## src/rtl/pipe_hazard_ctrl.sv

```systemverilog
// Central stall/flush sequencer for the 5-stage pipeline: per-flop hold/flush, PC hold/redirect, halt drain.
// Optional performance counters are compiled in when HAZ_PERF_CNT_EN is defined.
module pipe_hazard_ctrl #(
   parameter int unsigned REG_W         = 3,
   parameter int unsigned DRAIN_CYCLES  = 2,
   parameter int unsigned STALL_TIMEOUT = 255
) (
   input  logic             clk,
   input  logic             rst,
   input  logic             fetch_stall,
   input  logic             mem_stall,
   input  logic [REG_W-1:0] id_rs,
   input  logic [REG_W-1:0] id_rt,
   input  logic             id_rs_used,
   input  logic             id_rt_used,
   input  logic             ex_memrd,
   input  logic             ex_regwrt,
   input  logic [REG_W-1:0] ex_write_reg,
   input  logic             mis_pred,
   input  logic             mem_halt,
   output logic             hold_ifid,
   output logic             hold_idex,
   output logic             hold_exmem,
   output logic             hold_memwb,
   output logic             flush_ifid,
   output logic             flush_idex,
   output logic             flush_exmem,
   output logic             pc_hold,
   output logic             pc_redirect,
   output logic             halted,
   output logic             stall_timeout,
   output logic [1:0]       state_dbg
`ifdef HAZ_PERF_CNT_EN
   ,
   output logic [15:0]      perf_busy_cyc,
   output logic [15:0]      perf_luh_cyc,
   output logic [15:0]      perf_flush_cnt
`endif
);

   typedef enum logic [1:0] {
      RUN      = 2'd0,
      REDIRECT = 2'd1,
      DRAIN    = 2'd2,
      HALTED   = 2'd3
   } state_e;

   localparam logic [3:0] DRAIN_INIT  = 4'(DRAIN_CYCLES);
   localparam logic [7:0] TIMEOUT_CNT = 8'(STALL_TIMEOUT);

   state_e     state_q, state_nxt;
   logic       pend_q, pend_nxt;
   logic [3:0] drain_q, drain_nxt;
   logic [7:0] busy_cnt, busy_cnt_nxt;
   logic       busy;
   logic       luh;

   assign busy = fetch_stall | mem_stall;
   assign luh  = ex_memrd & ex_regwrt &
                 ((id_rs_used & (id_rs == ex_write_reg)) |
                  (id_rt_used & (id_rt == ex_write_reg)));

   assign state_dbg = state_q;

   always_comb begin
      // NOTE: every output and next-state term gets a default first so no branch infers a latch.
      hold_ifid   = 1'b0;
      hold_idex   = 1'b0;
      hold_exmem  = 1'b0;
      hold_memwb  = 1'b0;
      flush_ifid  = 1'b0;
      flush_idex  = 1'b0;
      flush_exmem = 1'b0;
      pc_hold     = 1'b0;
      pc_redirect = 1'b0;
      state_nxt   = state_q;
      pend_nxt    = pend_q;
      drain_nxt   = drain_q;

      // Outputs are forced low for the whole time rst is high, not just after the flops clear.
      if (!rst) begin
         if (busy && (state_q != HALTED)) begin
            hold_ifid  = 1'b1;
            hold_idex  = 1'b1;
            hold_exmem = 1'b1;
            hold_memwb = 1'b1;
            pc_hold    = 1'b1;
            if (mis_pred) pend_nxt = 1'b1;
         end else begin
            unique case (state_q)
               RUN: begin
                  if (mis_pred || pend_q) begin
                     flush_ifid  = 1'b1;
                     flush_idex  = 1'b1;
                     flush_exmem = 1'b1;
                     pc_redirect = 1'b1;
                     pend_nxt    = 1'b0;
                     state_nxt   = REDIRECT;
                  end else if (mem_halt) begin
                     flush_ifid  = 1'b1;
                     flush_idex  = 1'b1;
                     flush_exmem = 1'b1;
                     pc_hold     = 1'b1;
                     drain_nxt   = DRAIN_INIT;
                     state_nxt   = DRAIN;
                  end else if (luh) begin
                     pc_hold    = 1'b1;
                     hold_ifid  = 1'b1;
                     flush_idex = 1'b1;
                  end
               end
               // ID holds a flushed bubble here, so a load-use match is not a real hazard.
               REDIRECT: begin
                  if (mis_pred || pend_q) begin
                     flush_ifid  = 1'b1;
                     flush_idex  = 1'b1;
                     flush_exmem = 1'b1;
                     pc_redirect = 1'b1;
                     pend_nxt    = 1'b0;
                     state_nxt   = REDIRECT;
                  end else begin
                     state_nxt = RUN;
                  end
               end
               DRAIN: begin
                  pc_hold     = 1'b1;
                  flush_ifid  = 1'b1;
                  flush_idex  = 1'b1;
                  flush_exmem = 1'b1;
                  drain_nxt   = drain_q - 4'd1;
                  if (drain_q <= 4'd1) state_nxt = HALTED;
               end
               HALTED: begin
                  hold_ifid  = 1'b1;
                  hold_idex  = 1'b1;
                  hold_exmem = 1'b1;
                  hold_memwb = 1'b1;
                  pc_hold    = 1'b1;
               end
            endcase
         end
      end
   end

   always_comb begin
      busy_cnt_nxt = 8'd0;
      if (busy) busy_cnt_nxt = (busy_cnt == 8'hFF) ? busy_cnt : busy_cnt + 8'd1;
   end

   always_ff @(posedge clk or posedge rst) begin
      if (rst) begin
         state_q       <= RUN;
         pend_q        <= 1'b0;
         drain_q       <= 4'd0;
         busy_cnt      <= 8'd0;
         halted        <= 1'b0;
         stall_timeout <= 1'b0;
      end else begin
         // NOTE: state flops use non-blocking assignments so every flop samples pre-edge values.
         state_q  <= state_nxt;
         pend_q   <= pend_nxt;
         drain_q  <= drain_nxt;
         busy_cnt <= busy_cnt_nxt;
         if (busy && (busy_cnt_nxt == TIMEOUT_CNT)) stall_timeout <= 1'b1;
         if (state_q == HALTED) halted <= 1'b1;
      end
   end

`ifdef HAZ_PERF_CNT_EN
   logic luh_taken;
   logic go_redir;

   assign luh_taken = !busy && (state_q == RUN) && !(mis_pred || pend_q) && !mem_halt && luh;
   assign go_redir  = !busy && ((state_q == RUN) || (state_q == REDIRECT)) && (mis_pred || pend_q);

   always_ff @(posedge clk or posedge rst) begin
      if (rst) begin
         perf_busy_cyc  <= 16'd0;
         perf_luh_cyc   <= 16'd0;
         perf_flush_cnt <= 16'd0;
      end else begin
         if (busy && (perf_busy_cyc != 16'hFFFF)) perf_busy_cyc <= perf_busy_cyc + 16'd1;
         if (luh_taken && (perf_luh_cyc != 16'hFFFF)) perf_luh_cyc <= perf_luh_cyc + 16'd1;
         if (go_redir && (perf_flush_cnt != 16'hFFFF)) perf_flush_cnt <= perf_flush_cnt + 16'd1;
      end
   end
`endif

   // A halt arriving together with a mispredict is dropped; flag it in simulation.
   a_halt_vs_mispred : assert property (@(posedge clk) disable iff (rst)
      !((state_q == RUN) && !busy && mis_pred && mem_halt));

endmodule

```

## config.mk

```make
export PLATFORM = sky130hd
export DESIGN_NAME = pipe_hazard_ctrl
export DESIGN_NICKNAME = d
export VERILOG_FILES = /design/src/rtl/pipe_hazard_ctrl.sv
export SDC_FILE = /design/constraint.sdc
export NUM_CORES = 1
export LEC_CHECK = 0
export CAP_MARGIN = 25
export CORE_MARGIN = 2
export CORE_UTILIZATION = 43
export DETAILED_ROUTE_END_ITERATION = 16
export PLACE_DENSITY = 0.83
export SYNTH_ARGS = -nofsm -noshare
export SYNTH_HDL_FRONTEND = slang
export SYNTH_SLANG_ARGS = --single-unit
```

## constraint.sdc

```tcl
create_clock -name clk -period 1.5 [get_ports clk]
set_input_delay 0.3 -clock clk [delete_from_list [all_inputs] [get_ports clk]]
set_output_delay 0.3 -clock clk [all_outputs]
set_load 0.005 [all_outputs]
```

Figure 1. Routed clock nets over the placement (run 1).
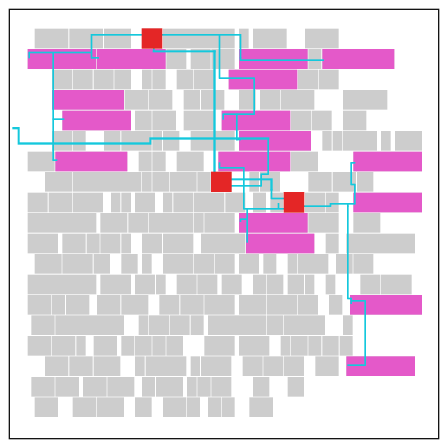
Red marks clock drivers, count 3. Magenta marks flip-flops, count 17. Cyan marks clock wires, length 241 um.
There are 4 routed clock nets.

Figure 2. Supply network (run 1).
Pins as bars on the die edge. Tap cells in grey.
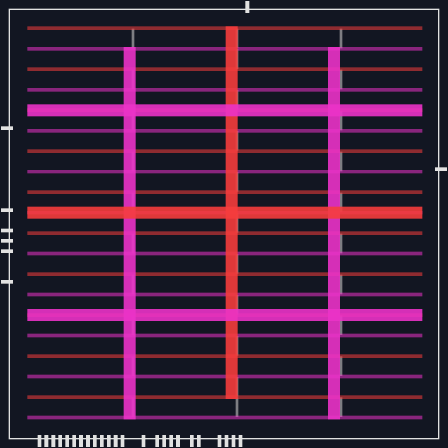
Red marks VDD. Magenta marks VSS.
31 tap cells. The core has 19 rows. 3 straps on met5.

Figure 3. Routing congestion map (run 1).
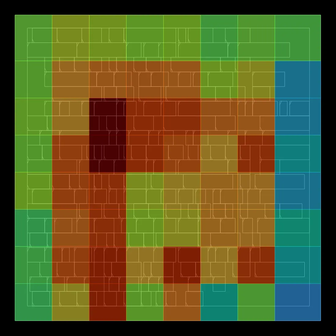
routed wire length per instance: 18.91 um
met1 usage: 28.20%

==> out/metrics.cfg, run 1 <==
[floorplan]
die_w_um = 56.83
fp-row-count = 19
core_area_um2 = 2710
ios = 32

[setup_path]
start_kind = flop
cp.arrival_ps = 1690
startpoint = state_dbg[0]$_DFFE_PP0P_
r2r_end = drain_q[2]$_DFFE_PP0P_
endpoint = hold_ifid

[synth]
netlist_area_um2 = 1200
ys_warn_count = 0
synth-cells-yosys = 141
synth-main-ff-cell = dfrtp_1
ys_chip_area_um2 = 1200
syn-num-nets = 167
edf_count = 0
simple_gate_share_pct = 21.38
synthAoiAreaFrac_pct = 22.31
ys_types = 44
yosys.area_share.adder_pct = 7.299

[finish]
clk_share_pct = 1.319
lay_top_count = buf_4
nNonClkBuffers = 74
num-nonclk-inverters = 9
largest_reg_flops = 8
clockBufferCount = 3
nNetsFinal = 239
register_area_um2 = 432.9
fin_area_um2 = 2087
diodes = 0
layout_top_cells = buf_4, dfrtp_1, buf_6

[drt]
met2_wirelength_um = 2579
dr.first_iter.drc_count = 76
num_vias = 1438
met1Wirelength_um = 1573

[global_route]
track_usage_pct = 27.06
use_met3_pct = 4.839
met2_usage_pct = 53.82
gr-total-overflow = 0

[place]
gp_congestion = 0.8558
dp_slack_ps = -1008
place_inst = 229

[clock_network]
clk_latency_ps = 300
cts_resized = 90
cts_setup_buffers = 9
root_buffer = clkbuf_4
cts_buffer_depth = 2
cts_hold_buf = 0
cts-buffers-inserted = 3

[job]
warnings = 33
maxCapViolCount = 0

[power_and_ir_drop]
p_total_uw = 2888
p_comb_share_pct = 64.3
p_clk_uw = 255
seq-power_uw = 776

[timing]
hold_viol_final = 0
tightest_slew_ps = 308.9
rsz0062_at_grt = yes
maxSlewHeadroom_pct = 79.25
fin_hold_ws_ps = 472.2
setup_slack_ps = -486.0
fmax_mhz = 503.5
finalMaxSlewViolations = 0
setup_violations = 17
clock_skew_ps = 7.153

[run_status]
status = complete, but fails checks
violations = negative setup slack

-- run 1: Yosys cell counts, types with 3 or more instances --
master	count	share of area, %
a21oi_1	9	3.8
a31oi_1	7	3.6
buf_4	3	1.9
dfrtp_1	17	35
ha_1	7	7.3
inv_1	8	2.5
nand2_1	11	3.4
nand3_1	3	1.3
nand4_1	4	2.1
nor2_1	15	4.7
nor3_1	4	1.7
o21ai_0	3	1.3
o21ai_1	8	3.3
xnor2_1	6	4.4
-- run 1: critical path, cell delays in order, from the launching register on --
cell and delay [ps]:
dfrtp_2 480, inv_2 110, ha_4 170, nand2_2 70, nor2_1 120, nand2_1 80
a221oi_2 200, buf_2 140
Figure 4. Where the registers sit (run 1).
Other sequential cells in the stronger grey, the rest of the logic in the fainter grey.
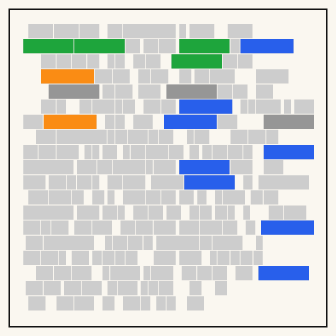

==> run 1 -> run 2 <==
CAP_MARGIN = 0   (was 25)
GPL_TIMING_DRIVEN = 0   (was default)
Figure 5. Where the registers sit (run 2).
Other sequential cells in the stronger grey, the rest of the logic in the fainter grey.
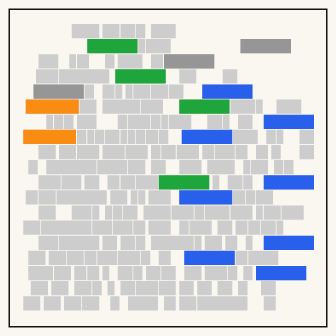
Orange marks `state_dbg`, flops 2. Blue marks `busy_cnt`, flops 8. Green marks `drain_q`, flops 4.
Seq power: 778 uW
sequential share of cell area: 21.63%
final core occ: 73.22%
FF/Latch Area: 429.2 um^2

Figure 6. Cells coloured by class (run 2).
Scale bar: 20 um.
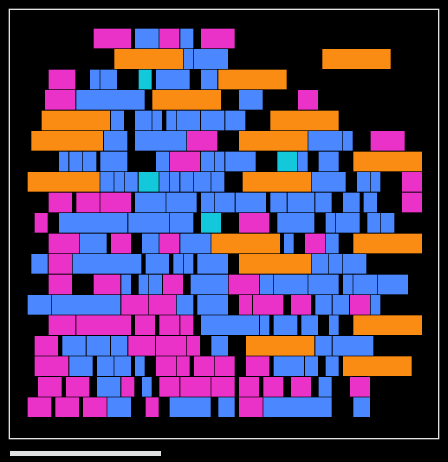
Blue marks combinational and other logic, cells 117. Cyan marks clock drivers and dummy loads, cells 4. Magenta marks other buffers and delay cells, cells 61. Orange marks flops, cells 17.
Core Footprint: 2710 um^2
post-route cell area: 1984 um^2

==> run 2 against run 1 <==
Net effect:
- the flow still finishes with violations (negative setup slack)
- first-iteration DRC count shrank 21%
- sequential cell count is the same
- clock skew grew 9.5 ps
- register-to-register slack gained 210 ps
- design area shrank 4.9%
- critical path depth grew 1
- critical endpoint unchanged
- area after synthesis is the same
- highest routed layer unchanged
- fmax shrank 3.5%
- total power shrank 3.2%
- largest cell class unchanged
- final cell count shrank 5.3%
- clock-buffer cell count is the same
- die area is the same
==> out/metrics.cfg, run 2 <==
[run_status]
status = complete, but fails checks
violations = negative setup slack

[global_route]
gr-total-overflow = 0  ; unchanged
track_usage_pct = 25.59  ; -1.5 points

[timing]
fmax_mhz = 485.9  ; -3.5%
setup_violations = 16  ; -1
clock_skew_ps = 16.67  ; +9.514 ps
setup_slack_ps = -558.0  ; -72.01 ps
rsz0062_at_grt = yes
tightest_slew_ps = 499.2  ; +190.2 ps
tns_ps = -5223
fin_hold_ws_ps = 240.6  ; -231.6 ps
hold_viol_final = 0  ; unchanged
maxSlewHeadroom_pct = 66.72  ; -13 points

[setup_path]
start_kind = flop
path_buffers = 3  ; +1
cp.arrival_ps = 1760  ; +70 ps
crit_cells = 8  ; +1
crit_path_max_incr_delay_ps = 470  ; about the same
startpoint = state_dbg[1]$_DFFE_PP0P_
cpLargestDelayFamily = flip-flops
slowest_stage = dfrtp_2
path_cells = inv_4, ha_4, buf_6, nand2_4, nor2_2, nand2_1, a221oi_2, buf_2
r2r_end = drain_q[0]$_DFFE_PP0P_
endpoint = hold_ifid
required_ps = 1200

[finish]
diodes = 0  ; unchanged
ff_count = 17
num-nonclk-inverters = 9  ; unchanged
layout_top_cells = buf_4, dfrtp_1, dlygate4sd2_1
nNetsFinal = 226  ; -5.4%
lay_top_count = buf_4
largest_reg_flops = 8  ; unchanged
nNonClkBuffers = 61  ; -18%
clk_share_pct = 1.387  ; +0.068 points
clockBufferCount = 3  ; unchanged
instances_no_fill = 230

[clock_network]
cts_buffer_depth = 2  ; unchanged
cts_setup_buffers = 17  ; +8
cts_resized = 85  ; -5.6%
root_buffer = clkbuf_4
cts_hold_buf = 0  ; unchanged

[floorplan]
fp.dieH_um = 56.83
ios = 32  ; unchanged
die_w_um = 56.83  ; unchanged
fp-row-count = 19  ; unchanged

[synth]
synthAoiAreaFrac_pct = 22.31  ; unchanged
netlist_area_um2 = 1200  ; unchanged
yosys.area_share.adder_pct = 7.299  ; unchanged
top_cells_by_area = dfrtp_1, ha_1, nor2_1, xnor2_1, a21oi_1
yosysTopAreaCellShare_pct = 35.45  ; unchanged
netlist_top_cells_count = dfrtp_1, nor2_1, nand2_1
simple_gate_share_pct = 21.38  ; unchanged
synthXorXnorAreaFrac_pct = 5.109
ys_types = 44  ; unchanged
ys_chip_area_um2 = 1200  ; unchanged
postSynthAreaPerCell_um2 = 8.510
edf_count = 0  ; unchanged
post-synth-top-area-cell = dfrtp_1
ys_warn_count = 0  ; unchanged
synth-cells-yosys = 141  ; unchanged
synth-main-ff-cell = dfrtp_1
syn-num-nets = 167  ; unchanged

[drt]
vias_per_cell = 5.878
final_antenna_net_count = 0
num_vias = 1352  ; -6.0%
wl_per_cell_um = 17.88  ; -5.5%
wl_um = 4112
dr.first_iter.drc_count = 60  ; -21%

[place]
gp_congestion = 0.8727  ; +2.0%
io_buffers = 31
place_inst = 203  ; -11%

[job]
warnings = 33  ; unchanged
maxCapViolCount = 0  ; unchanged

-- run 2: cell counts after synthesis --
No cell type changed its count.
-- run 2: report_power, final --
part           switching (uW)  internal, uW  leakage [uW]  total [uW]
Clock                     174          99.7     0.0000177         274
Combinational             794           950      0.000611        1740
Sequential                195           582      0.000203         778
-- run 2: through the flow --
step,power (uW),setup WS (ps)
CTS,2469,-525.0
detailed placement,1771,-1081
floorplan,1373,-50.64
global route,2949,-636.1
global placement,1710,-1010
finish,2796,-558.0
-- run 2: metal layers --
layer,part of all wire [%],vias up,GRT usage (%)
met1,36,678,26.36
met4,1.4,0,9.302
met5,0,-,0
li1,-,626,-
met2,58,42,49.34
met3,4.4,6,5.991
Power and IR drop assume default switching activity.
